`src/rtl/io_write_pkg.sv`:
```
// Shared constants and types for the I/O write controller and its
// seven-segment scanner.
package io_write_pkg;

    localparam int IO_DATA_W  = 16;
    localparam int SEG_DIGITS = 4;

    localparam logic [7:0] SEG_BLANK = 8'hFF;

    // Active-low {dp,g,f,e,d,c,b,a} patterns, entry 15 (F) first down to entry 0.
    localparam logic [15:0][7:0] HEX_SEG_TABLE = {
        8'h8E, 8'h86, 8'hA1, 8'hC6, 8'h83, 8'h88, 8'h90, 8'h80,
        8'hF8, 8'h82, 8'h92, 8'h99, 8'hB0, 8'hA4, 8'hF9, 8'hC0
    };

    typedef logic [1:0] dig_idx_t;

endpackage

```
`src/rtl/seg_hex_decoder.sv`:
```
// Combinational hex nibble to active-low seven-segment pattern (dp always off).
module seg_hex_decoder
    import io_write_pkg::*;
(
    input  logic [3:0] i_nibble,
    output logic [7:0] o_seg
);

    assign o_seg = HEX_SEG_TABLE[i_nibble];

endmodule

```
`src/rtl/io_write_ctrl.sv`:
```
// CPU I/O write side: LED register plus a 4-digit multiplexed hex display.
// Optional LED blink mask is built only when IO_WRITE_BLINK_EN is defined.
module io_write_ctrl
    import io_write_pkg::*;
#(
    parameter int SCAN_DIV  = 50000,
    parameter int BLINK_DIV = 64
) (
    input  logic                  clk,
    input  logic                  rst,
    input  logic                  iowrite,
    input  logic                  LEDCtrl,
    input  logic                  SegCtrl,
`ifdef IO_WRITE_BLINK_EN
    input  logic                  BlinkCtrl,
`endif
    input  logic [IO_DATA_W-1:0]  iowrite_data,
    output logic                  write_ack,
    output logic [IO_DATA_W-1:0]  led_out,
    output logic [SEG_DIGITS-1:0] seg_an,
    output logic [7:0]            seg_out
);

    localparam int PRE_W = $clog2(SCAN_DIV);

    generate
        if (SCAN_DIV < 2 || BLINK_DIV < 1) begin : g_bad_param
            $error("io_write_ctrl: SCAN_DIV must be >= 2 and BLINK_DIV >= 1");
        end
    endgenerate

    logic [IO_DATA_W-1:0]  r_led_reg;
    logic [IO_DATA_W-1:0]  r_seg_reg;
    logic                  r_write_ack;
    logic [PRE_W-1:0]      r_pre_cnt;
    dig_idx_t              r_dig_idx;
    logic [SEG_DIGITS-1:0] r_seg_an;
    logic [7:0]            r_seg_out;

    logic                  w_blink_sel;
    logic                  w_accept;
    logic                  w_pre_wrap;
    logic [3:0]            w_nibble;
    logic [7:0]            w_seg_pat;
    logic [SEG_DIGITS-1:0] w_an_pat;

`ifdef IO_WRITE_BLINK_EN
    assign w_blink_sel = BlinkCtrl;
`else
    assign w_blink_sel = 1'b0;
`endif

    // iowrite is a one-cycle strobe with no backpressure: it is accepted in any
    // cycle a decode line is high, and write_ack pulses in the following cycle.
    assign w_accept   = iowrite & (LEDCtrl | SegCtrl | w_blink_sel);
    assign w_pre_wrap = (r_pre_cnt == PRE_W'(SCAN_DIV - 1));
    assign w_nibble   = r_seg_reg[{r_dig_idx, 2'b00} +: 4];
    assign w_an_pat   = ~(SEG_DIGITS'(1) << r_dig_idx);

    seg_hex_decoder u_hex (
        .i_nibble (w_nibble),
        .o_seg    (w_seg_pat)
    );

    always_ff @(posedge clk) begin
        if (rst) begin
            r_led_reg   <= '0;
            r_seg_reg   <= '0;
            r_write_ack <= 1'b0;
            r_pre_cnt   <= '0;
            r_dig_idx   <= '0;
            r_seg_an    <= '1;
            r_seg_out   <= SEG_BLANK;
        end else begin
            r_write_ack <= w_accept;
            if (iowrite && LEDCtrl) begin
                r_led_reg <= iowrite_data;
            end else if (iowrite && SegCtrl) begin
                r_seg_reg <= iowrite_data;
            end
            // Scan timing is free-running; writes never disturb it.
            if (w_pre_wrap) begin
                r_pre_cnt <= '0;
                r_dig_idx <= r_dig_idx + 2'd1;
            end else begin
                r_pre_cnt <= r_pre_cnt + PRE_W'(1);
            end
            r_seg_an  <= w_an_pat;
            r_seg_out <= w_seg_pat;
        end
    end

`ifdef IO_WRITE_BLINK_EN
    localparam int BLINK_W = (BLINK_DIV > 1) ? $clog2(BLINK_DIV) : 1;

    logic [IO_DATA_W-1:0] r_blink_mask;
    logic [BLINK_W-1:0]   r_blink_cnt;
    logic                 r_blink_phase;
    logic                 w_round_done;

    // A scan round completes when digit 3's last prescaler cycle wraps.
    assign w_round_done = w_pre_wrap && (r_dig_idx == 2'd3);

    always_ff @(posedge clk) begin
        if (rst) begin
            r_blink_mask  <= '0;
            r_blink_cnt   <= '0;
            r_blink_phase <= 1'b0;
        end else begin
            if (iowrite && BlinkCtrl && !LEDCtrl && !SegCtrl) begin
                r_blink_mask <= iowrite_data;
            end
            if (w_round_done) begin
                if (r_blink_cnt == BLINK_W'(BLINK_DIV - 1)) begin
                    r_blink_cnt   <= '0;
                    r_blink_phase <= ~r_blink_phase;
                end else begin
                    r_blink_cnt <= r_blink_cnt + BLINK_W'(1);
                end
            end
        end
    end

    assign led_out = r_led_reg & ~(r_blink_mask & {IO_DATA_W{r_blink_phase}});
`else
    assign led_out = r_led_reg;
`endif

    assign write_ack = r_write_ack;
    assign seg_an    = r_seg_an;
    assign seg_out   = r_seg_out;

endmodule

```
`config.mk`:
```
export PLATFORM = sky130hd
export DESIGN_NAME = io_write_ctrl
export DESIGN_NICKNAME = d
export VERILOG_FILES = /design/src/rtl/io_write_pkg.sv /design/src/rtl/seg_hex_decoder.sv /design/src/rtl/io_write_ctrl.sv
export SDC_FILE = /design/constraint.sdc
export NUM_CORES = 1
export LEC_CHECK = 0
export ABC_CLOCK_PERIOD_IN_PS = 2100
export CAP_MARGIN = 20
export CORE_ASPECT_RATIO = 1.2
export CORE_MARGIN = 1.5
export CORE_UTILIZATION = 59
export CTS_BUF_LIST = sky130_fd_sc_hd__clkbuf_2 sky130_fd_sc_hd__clkbuf_4 sky130_fd_sc_hd__clkbuf_8
export DETAILED_ROUTE_END_ITERATION = 10
export DONT_BUFFER_PORTS = 1
export PLACE_DENSITY = 0.88
export SYNTH_ARGS = -nofsm -noshare
export SYNTH_HDL_FRONTEND = slang
export SYNTH_SLANG_ARGS = --single-unit
```
`constraint.sdc`:
```
create_clock -name clk -period 2.1 [get_ports clk]
set_clock_uncertainty 0.1 [all_clocks]
set_input_delay 0.42 -clock clk [delete_from_list [all_inputs] [get_ports clk]]
set_output_delay 0.42 -clock clk [all_outputs]
set_load 0.02 [all_outputs]
```
**Clock wiring as the flow saved it**

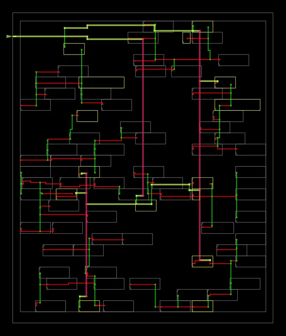
TritonCTS Sinks: 62
# clk buffers: 11
CTS buffer count: 9

**Cells by drive strength**

The bar under the picture is 20 um long.
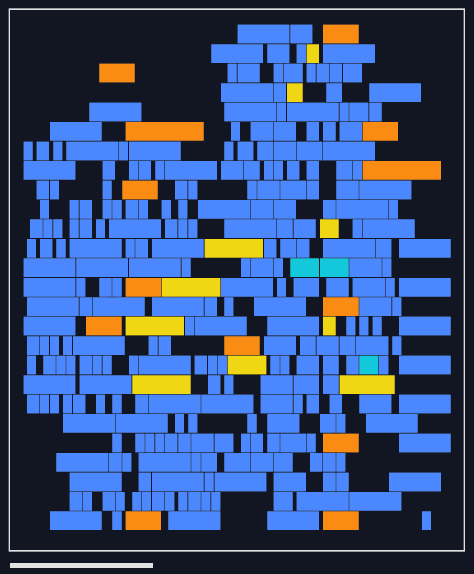
| size | color | cells |
|---|---|---|
| drive 6 and up | orange | 13 |
| drive 2 | yellow | 10 |
| drive 3 to 4 | cyan | 3 |
| drive 1 or less | blue | 268 |
Non-clock buffers: 1
Area growth, synth to finish: 8.63%
worst setup margin: 0.129 ns
post-route cell area: 2800 um2

==> job_summary.md <==
### Metrics collected by this job

| Metric | Value |
|---|---|
| RR Startpoint | r_dig_idx[0] |
| Via count | 1,932 |
| Largest type area fraction | 48.1% |
| Vias per Instance | about 5.5 |
| Area leader, netlist | dfxtp_1 |
| CP arrival | 2.08 ns |
| Status | finished, final reports clean |
| Dominant register cell | dfxtp_1 |
| Setup Slack @ Placement | -0.00562 ns |
| Port Buf Inserts | 0 |
| Synthesized area | about 2600 um2 |
| Largest net degree at the start of global routing | ~40 |
| Distinct lib cells | 41 |
| Die Height | 75.5 um |
| Htree depth | 3 |
| R2R cell count | 5 |
| Total design power | between 2 and 3 mW |
| Reg-to-reg slack, setup | 0.13 ns |
| Row count | 26 |
| Slew Viols, Final | 0 |
| Reg2reg end | seg_out[1] |
| Area contributors post-synth | dfxtp_1, nand2_1, a21oi_1 |
| Core box area | roughly 4200 um2 |
| Type of origin of the critical path | register |
| Die area | 4780 um2 |
| Worst EP required | 2.21 ns |
| Cells on Worst Hold Path | 1 |
| Maximum vdd drop | between 0.6 and 0.7 mV |
| Wire per inst | 14.1 um |
| Clk pin slew, worst setup/hold paths | roughly 0.060 ns |
| Lkg Pwr | 1.02 nW |
[cell usage after synthesis, types with 2 or more instances]
master and n:
and3_1 3, or4_1 2, or3_1 2, ha_1 11, and3b_1 2, a31oi_1 2, nand2_1 75, nand4_1 3
o211ai_1 2, and4_1 2, xor2_1 7, or4b_1 2, a21oi_1 39, o21ai_0 6, mux2i_1 3, mux4_2 4
buf_1 2, dfxtp_1 62, nor2_1 18, nand3_1 7, inv_1 5, xnor2_1 5, clkbuf_1 13, nand2b_1 2
[cell type report]
class / count / area [um2]
fillers: 333 / 1430
multi-input cells: 211 / 1240
flip-flops and latches: 62 / 1240
clock buffers: 11 / 151
clock inverters: 4 / 70.1
well taps: 56 / 70.1
inverters: 5 / 18.8
repair buffers: 1 / 7.51
[logic make-up (layout without fill, tap and decap cells)]
group,count (synthesis),count (layout),synth area share [%]
AND/OR/NAND/NOR,126,126,22.3
AND-OR/OR-AND,54,54,11.4
other,1,1,0.145
buffers and inverters,23,21,3.97
multiplexers,7,7,4.65
adder cells (fa/ha/maj),11,11,5.33
flip-flops,62,62,48.1
XOR/XNOR,12,12,4.07
[worst max path at each step]
stage | cells past startpoint | endpoint | start | slack [ns]
after floorplan | 6 | seg_out[1] | r_dig_idx[0] | 0.02
after global placement | 5 | seg_out[1] | r_dig_idx[0] | 0.05
after detailed placement | 5 | seg_out[1] | r_dig_idx[0] | -0.006
after CTS | 4 | r_pre_cnt[7] | r_pre_cnt[7] | 0.06
after global routing | 5 | seg_out[1] | r_dig_idx[0] | 0.02
final | 5 | seg_out[1] | r_dig_idx[0] | 0.13
[power by group]
group | leakage [nW] | internal (mW) | switching, mW
Combinational | 0.400 | 0.0389 | 0.0608
Clock | 0.115 | 0.722 | 0.434
Sequential | 0.507 | 1.22 | 0.0543
Total | 1.02 | 1.98 | 0.549
[worst max-delay path, stage by stage (launching register included)]
cell	delay [ns]
dfxtp_2	0.42
mux4_2	0.59
inv_1	0.17
ha_1	0.26
o211ai_1	0.18
o211ai_1	0.11
[per-stage QoR]
step | instance area, um2 | std cells
6_report | 2800 | 350
3_3_place_gp | 2570 | 335
5_1_grt | 2800 | 350
4_1_cts | 2800 | 350
3_5_place_dp | 2570 | 335
2_1_floorplan | 2580 | 296
[what timing repair did]
action                                  4_1_cts  5_1_grt
resized                                       1        2
hold buffers                                  0        0
endpoints found under the setup margin        2       16
hold endpoints to repair                      0        0
[metal layers]
metal | GRT usage [%] | vias up | share of wire, %
met2 | 38.9 | 60 | 49
met3 | 8.42 | 10 | 6.6
met5 | 0 | - | 0
met1 | 23.6 | 880 | 42
met4 | 12.8 | 0 | 2.5
li1 | - | 982 | -
Power and IR drop assume default switching activity.
